**Clock distribution**

Drawn at 6 px/µm.
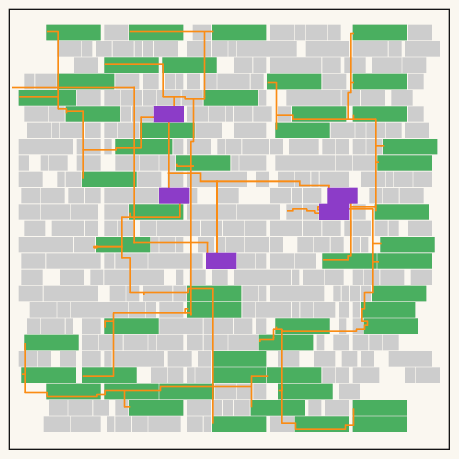
**Clock wiring as the flow saved it**

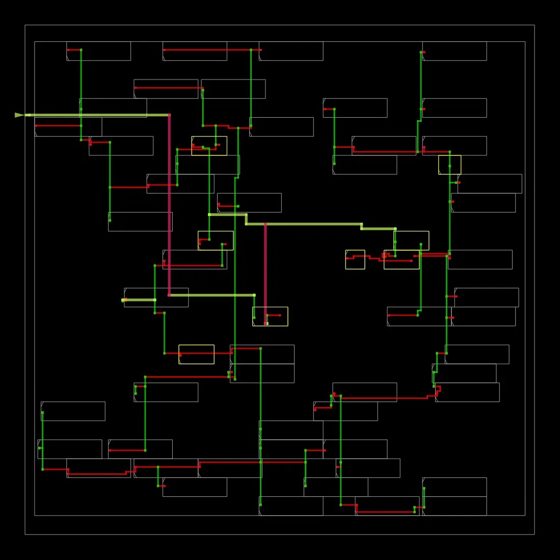
**Port wiring**

Drawn at 4 px/µm.
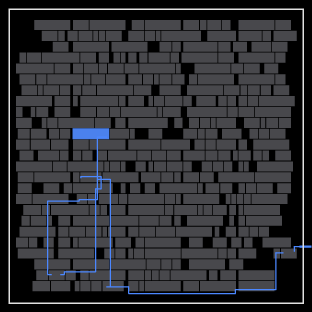
**The metal 2 layer**

Drawn at 6 px/µm. Cells faint in the background.
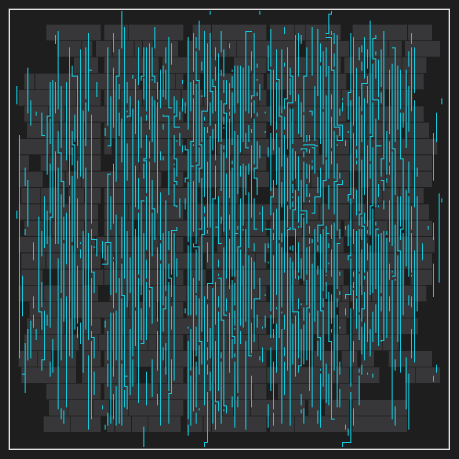
<file path="config.mk">
export PLATFORM = sky130hd
export DESIGN_NAME = temporal_window_sequencer
export DESIGN_NICKNAME = d
export VERILOG_FILES = /design/src/rtl/temporal_pkg.sv /design/src/rtl/arrival_capture.sv /design/src/rtl/temporal_window_sequencer.sv
export SDC_FILE = /design/constraint.sdc
export NUM_CORES = 1
export LEC_CHECK = 0
export CAP_MARGIN = 20
export CORE_UTILIZATION = 51
export CTS_BUF_LIST = sky130_fd_sc_hd__clkbuf_4 sky130_fd_sc_hd__clkbuf_8 sky130_fd_sc_hd__clkbuf_16
export DETAILED_ROUTE_END_ITERATION = 7
export PLACE_DENSITY = 0.83
export REMOVE_ABC_BUFFERS = 1
export SYNTH_ARGS = -nofsm -noshare
export SYNTH_HDL_FRONTEND = slang
export SYNTH_SLANG_ARGS = --single-unit
</file>
<file path="constraint.sdc">
create_clock -name clock -period 1.55 [get_ports clock]
set_input_delay 0.3875 -clock clock [delete_from_list [all_inputs] [get_ports clock]]
set_output_delay 0.3875 -clock clock [all_outputs]
set_load 0.02 [all_outputs]
</file>
<file path="src/rtl/temporal_pkg.sv">
// Shared types and width helpers for the temporal window sequencer.
package temporal_pkg;
   typedef enum logic [1:0] {S_IDLE, S_CAPTURE, S_DRAIN, S_GAP} state_t;

   function automatic int idx_width(input int n);
      return (n > 1) ? $clog2(n) : 1;
   endfunction

   function automatic int time_width(input int w);
      return $clog2(w + 1);
   endfunction

   function automatic int cnt_width(input int n);
      return (n > 0) ? $clog2(n + 1) : 1;
   endfunction
endpackage

</file>
<file path="src/rtl/arrival_capture.sv">
// One input line: latches the tick of its first spike; reports WINDOW when silent.
module arrival_capture
   import temporal_pkg::*;
#(
   parameter int WINDOW = 8,
   parameter int TW     = time_width(WINDOW)
) (
   input  logic          clock,
   input  logic          reset,
   input  logic          clear,
   input  logic          enable,
   input  logic          line,
   input  logic [TW-1:0] tick,
   output logic [TW-1:0] arrival
);
   logic          captured;
   logic [TW-1:0] stamp;

   always_ff @(posedge clock or negedge reset) begin
      if (!reset) begin
         captured <= 1'b0;
         stamp    <= '0;
      end else if (clear) begin
         captured <= 1'b0;
         stamp    <= '0;
      end else if (enable && line && !captured) begin
         captured <= 1'b1;
         stamp    <= tick;
      end
   end

   assign arrival = captured ? stamp : TW'(WINDOW);
endmodule

</file>
<file path="src/rtl/temporal_window_sequencer.sv">
// Opens a fixed capture window, time-stamps first spikes per line, then drains
// one (index, time) word per handshake followed by a decoder clearance gap.
module temporal_window_sequencer
   import temporal_pkg::*;
#(
   parameter int NUM_LINES = 8,
   parameter int WINDOW    = 8,
   parameter int GAP       = 2
) (
   input  logic                             clock,
   input  logic                             reset,
   input  logic                             start,
   input  logic [NUM_LINES-1:0]             incoming_lines,
   output logic                             window_start,
   output logic                             window_open,
   output logic                             busy,
   output logic                             out_valid,
   input  logic                             out_ready,
   output logic [idx_width(NUM_LINES)-1:0]  out_index,
   output logic [time_width(WINDOW)-1:0]    out_time,
   output logic                             out_last
);
   localparam int IW = idx_width(NUM_LINES);
   localparam int TW = time_width(WINDOW);
   localparam int GW = cnt_width(GAP);

   state_t state, next;
   logic [TW-1:0] tick;
   logic [IW-1:0] idx;
   logic [GW-1:0] gap_cnt;
   logic          hs, last_word, drain_done, tick_end, gap_end;
   logic [NUM_LINES-1:0][TW-1:0] line_time;

   assign tick_end   = (tick == TW'(WINDOW - 1));
   assign last_word  = (idx == IW'(NUM_LINES - 1));
   assign hs         = (state == S_DRAIN) && out_ready;
   assign drain_done = hs && last_word;
   assign gap_end    = (gap_cnt == GW'((GAP > 0) ? GAP - 1 : 0));

   always_ff @(posedge clock or negedge reset) begin
      if (!reset) state <= S_IDLE;
      else        state <= next;
   end

   always_comb begin
      next = state;
      case (state)
         S_IDLE:    if (start) next = S_CAPTURE;
         S_CAPTURE: if (tick_end) next = S_DRAIN;
         S_DRAIN:   if (drain_done) next = (GAP == 0) ? S_IDLE : S_GAP;
         S_GAP:     if (gap_end) next = S_IDLE;
         default:   next = S_IDLE;
      endcase
   end

   // Counters idle at zero so each phase starts from a clean count.
   always_ff @(posedge clock or negedge reset) begin
      if (!reset) begin
         tick    <= '0;
         idx     <= '0;
         gap_cnt <= '0;
      end else begin
         tick    <= (state == S_CAPTURE && !tick_end) ? tick + 1'b1 : '0;
         gap_cnt <= (state == S_GAP) ? gap_cnt + 1'b1 : '0;
         if (drain_done) idx <= '0;
         else if (hs)    idx <= idx + 1'b1;
      end
   end

   for (genvar g = 0; g < NUM_LINES; g++) begin : g_line
      arrival_capture #(.WINDOW(WINDOW), .TW(TW)) u_cap (
         .clock   (clock),
         .reset   (reset),
         .clear   (drain_done),
         .enable  (state == S_CAPTURE),
         .line    (incoming_lines[g]),
         .tick    (tick),
         .arrival (line_time[g])
      );
   end

   assign window_start = (state == S_CAPTURE) && (tick == '0);
   assign window_open  = (state == S_CAPTURE);
   assign busy         = (state != S_IDLE);
   assign out_valid    = (state == S_DRAIN);
   assign out_index    = idx;
   assign out_time     = (state == S_DRAIN) ? line_time[idx] : '0;
   assign out_last     = (state == S_DRAIN) && last_word;
endmodule

</file>
==> results_tabular.tex <==
% Generated from flow reports
\begin{tabular}{lr}
\hline
Metric & Value \\
\hline
\multicolumn{2}{l}{\textbf{Synth}} \\
\quad Proportion of netlist area held by the largest area contributor & between 40 and 50\% \\
\quad Netlist cell types & $\sim$44 \\
\quad Synth warnings & 0 \\
\quad Commonest cells in the synthesized netlist & 62 x nor2\_1, 51 x dfrtp\_1, 24 x a21oi\_1 \\
\quad Post-synth tally of flip-flops with integrated enable & 0 \\
\quad Top cells by area in the synthesized netlist & dfrtp\_1 49\%, nor2\_1 9.0\%, mux2i\_1 6.2\% \\
\quad Summed standard-cell area reported by yosys & about 0.0026 mm² \\
\quad XORs/XNORs by Area & less than 1\% \\
\quad Synth async-reset ratio & 100\% \\
\quad Mean area per synthesized cell & between 9 and 10 µm² \\
\quad Main kind of combinational logic by area & simple AND/OR/NAND/NOR gates \\
\quad Post-synthesis share of cell area spent on and-or and or-and gates & 11.1\% \\
\quad Top cell type by total area after synthesis & dfrtp\_1 \\
\quad Simple-gate share of the synthesized area & 22.5\% \\
\quad Multiplexer share & 7.23\% \\
\quad Post-synthesis instance area & 0.00258 mm² \\
\quad Prevailing post-synth register cell & dfrtp\_1 \\
\quad Number of flip-flops and latches in the synthesized netlist & $\sim$50 \\
\quad Fraction of the mapped netlist area in adder cells & slightly below 5\% \\
\quad Instance count of the mapped netlist & 259 \\
\quad Fraction of the yosys area taken by sequential cells & about half \\
\quad Library cell with the highest instance count after synthesis & nor2\_1 \\
\quad Total cells reported by yosys after synthesis & roughly 260 \\
\multicolumn{2}{l}{\textbf{Global routing}} \\
\quad Largest net degree at the start of global routing & roughly 52 \\
\quad Number of global-route vias before repair & 2398 \\
\quad Met1 track utilization from global routing & around 40\% \\
\quad Number of antenna violations at the first check in global routing & 0 \\
\quad Wire length of the first global-routing pass & 12400 µm \\
\quad Total Routing Usage GR & a little under a third \\
\quad Most utilized layer in the global route result & met2 \\
\quad Routing usage on met3 & 6.08\% \\
\quad Leftover overflow at the end of global routing & 0 \\
\quad Fraction of met2 tracks used by global routing & roughly half \\
\multicolumn{2}{l}{\textbf{Route}} \\
\quad Detailed Routing Iterations Pass 1 & 5 \\
\quad First DRT Iteration DRCs & about 320 \\
\quad Length of routed wiring on met1 & 3760 µm \\
\quad Remaining DRCs & 0 \\
\quad Length of routed met3 wiring & roughly 1000 µm \\
\quad Final wirelength & around 11000 µm \\
\quad Post-DR vias/cell & $\sim$6.6 \\
\quad Routed met2 length & 4950 µm \\
\quad Final antenna-violating net count & 0 \\
\quad Vias after detailed routing & between 2000 and 3000 \\
\quad Post-DR wirelength/cell & around 26 µm \\
\quad Uppermost metal layer occupied by signal nets & met4 \\
\multicolumn{2}{l}{\textbf{Worst setup path}} \\
\quad Biggest fanout along the worst timing path & 7 \\
\quad FF-to-FF End & state[1] \\
\quad Ordered cell list for the critical path & and2\_1 > a221oi\_1 > nor4\_2 > buf\_4 \\
\quad Critical path startpoint category & register \\
\quad Number of cell instances on the worst register-to-register path & 12 \\
\quad Max stage delay on crit path & about 740 ps \\
\quad Signal arrival time at the worst endpoint & between 2000 and 2500 ps \\
\quad Setup slack on the worst flop-to-flop path & -520 ps \\
\quad Worst-path cell with the longest stage delay & a221oi\_1 \\
\quad Kind of critical path & reg -> out \\
\quad CP endpoint kind & output port \\
\quad Worst EP required & approximately 1200 ps \\
\quad Launching point of the worst reg2reg path & state[1] \\
\multicolumn{2}{l}{\textbf{Cells and area}} \\
\quad Utilization after layout & roughly 90\% \\
\quad Area-dominant cell class after layout & combinational gates \\
\quad Logic share of the area & roughly two fifths \\
\quad Clock buffer and inverter area fraction after layout & between 2 and 2.5\% \\
\quad Sequential Area & between 0.001 and 0.0015 mm² \\
\quad Area added between synthesis and finish & 62.3\% \\
\quad Inserted Diodes & 0 \\
\quad Signal inverters & 8 \\
\quad Leading cell type in the layout, fill and taps excluded & dfrtp\_1 \\
\quad Number of buffers outside the clock class in the layout & slightly above 90 \\
\quad Final net count & approximately 370 \\
\quad Logic cell area & $\sim$0.0017 mm² \\
\quad Non-filler cells, final & about 410 \\
\quad Sequential cell area share & between 30\% and 40\% \\
\quad Most frequently placed logic cells in the final layout & 48 x dfrtp\_1, 39 x buf\_4, 25 x nor2\_2, 25 x buf\_6, 21 x nor2\_1 \\
\quad Share of cells above drive strength 1 & 53.3\% \\
\quad Number of multi-input logic gates & around 190 \\
\quad Finished layout cell area & around 0.0042 mm² \\
\quad Flip-flops & 51 \\
\quad Relative area of non-clock buffer cells in the final design & approximately a quarter \\
\quad Final-layout fill cell count & a little over 200 \\
\multicolumn{2}{l}{\textbf{Power and ir drop}} \\
\quad Clock network power share & a little under an eighth \\
\quad Areal power density over the cells & 1790 mW/mm² \\
\quad Net Switching & around 3.2 mW \\
\quad Comb power & 4.56 mW \\
\quad Switching Share & 42.3\% \\
\quad Internal power consumption & 4.31 mW \\
\quad VDD IR-drop max & roughly 1.4 mV \\
\quad Logic gate share of total power & between 60\% and 70\% \\
\quad Total power after layout & roughly 7.5 mW \\
\quad Sequential-cell power consumption & $\sim$2.1 mW \\
\quad Static leakage & about 1.9 nW \\
\quad Sequential group share of total power & roughly 28\% \\
\quad Group drawing the most power & combinational cells \\
\multicolumn{2}{l}{\textbf{Clocking}} \\
\quad Count of buffers added by post-CTS timing repair for setup & 21 \\
\quad Library cell used as clock root buffer & clkbuf\_8 \\
\quad Number of buffers added to fix hold violations after cts & 0 \\
\quad Later-pin clock latency in the skew report & about 320 ps \\
\quad Buffer levels on the longest clock path & 2 \\
\quad Number of H-tree levels & 2 \\
\quad Clock-pin transition on the worst setup and hold timing paths & between 100 and 150 ps \\
\quad Clock tree from TritonCTS & done \\
\quad Cell resize tally after clock tree synthesis & around 130 \\
\multicolumn{2}{l}{\textbf{Placed design}} \\
\quad DPL Wire Length & roughly 4000 µm \\
\quad PortBufs & 23 \\
\quad Placer's final routability congestion estimate & about 0.84 \\
\quad Post-placement worst setup slack & -777 ps \\
\quad Cells after DPL & about 370 \\
\quad Total placed instance area & slightly above 0.003 mm² \\
\multicolumn{2}{l}{\textbf{Hold path}} \\
\quad Type of the worst min-delay path & in -> async \\
\multicolumn{2}{l}{\textbf{STA}} \\
\quad Number of max-slew violations in the final report & 0 \\
\quad Slew HR & between 40\% and 50\% \\
\quad Final count of negative-setup-slack endpoints & roughly 56 \\
\quad Worst-Margin Slew & $\sim$820 ps \\
\quad Final Cycle Share & 158\% \\
\quad Post-layout worst setup margin & -896 ps \\
\quad Achievable Freq & $\sim$400 MHz \\
\quad Number of hold-slack violations in the final timing report & 0 \\
\quad Hold slack & about 55 ps \\
\quad Min cycle time layout & 2450 ps \\
\quad Accumulated negative setup slack & -21310 ps \\
\quad Unrepaired setup endpoints after global routing & true \\
\multicolumn{2}{l}{\textbf{Flow run}} \\
\quad Max-Cap Viols & 0 \\
\quad Total number of warnings across the stage logs & 32 \\
\multicolumn{2}{l}{\textbf{Die}} \\
\quad Floorplan die height & between 70 and 80 µm \\
\quad Total die size & about 0.0053 mm² \\
\quad Fraction of the core area occupied by cells at floorplan & between 50 and 60\% \\
\quad Std-Cell Core Area & 0.00479 mm² \\
\quad Num rows & 25 \\
\quad Tap cell count & roughly 67 \\
\quad I/O pin total & 24 \\
\quad Overall die width & 73.1 µm \\
\multicolumn{2}{l}{\textbf{Run status}} \\
\quad Outcome & finished with violations \\
\quad Violated checks & negative setup slack \\
\hline
\end{tabular}
-- 'clock distribution' (at the start) --
Key: purple = clock-net drivers [count 5]; green = flip-flops [count 51]; orange = clock wires [length 618 µm]
There are 6 routed clock nets.

-- 'clock wiring as the flow saved it' (at the start) --
number of CTS-inserted buffers: 5
clk sink count: 51
total clock network power: 0.848 mW
maximum clock skew at final layout: 21.8 ps
clock buffer count in the final layout: 6

-- 'port wiring' (at the start) --
Key: blue = `window_open` [bits 1, direction output, edge right, end cells 1, buffers 3, wire 179 µm]

-- 'the metal 2 layer' (at the start) --
345 nets have wire on it. The layer carries 4950 µm of wire. The longest straight run is 41.8 µm. The layer holds 46% of the routed length.

critical path, delay by kind of cell (launching register included):
family / cells / cell delay, ps
AND-OR/OR-AND: 1 / 740
AND/OR/NAND/NOR: 2 / 320
buffers and inverters: 1 / 200
flip-flops: 1 / 490
state kept, by name (all words and copies together) (netlist names):
register,cells
g_line.u_cap.captured,8
gap_cnt,2
g_line.u_cap.stamp,32
tick,4
out_index,3
state,2
how the worst max path moves through the flow:
stage                         endpoint  depth (start not counted)  slack, ps    startpoint
final                      out_time[0]                          4       -900  out_index[0]
after global placement     out_time[2]                          4       -730  out_index[0]
after global routing       out_time[0]                          4       -910  out_index[0]
after floorplan           window_start                          4       -850      state[1]
after CTS                  out_time[2]                          5       -600  out_index[0]
after detailed placement   out_time[2]                          6       -780      state[0]
Power and IR drop assume default switching activity.
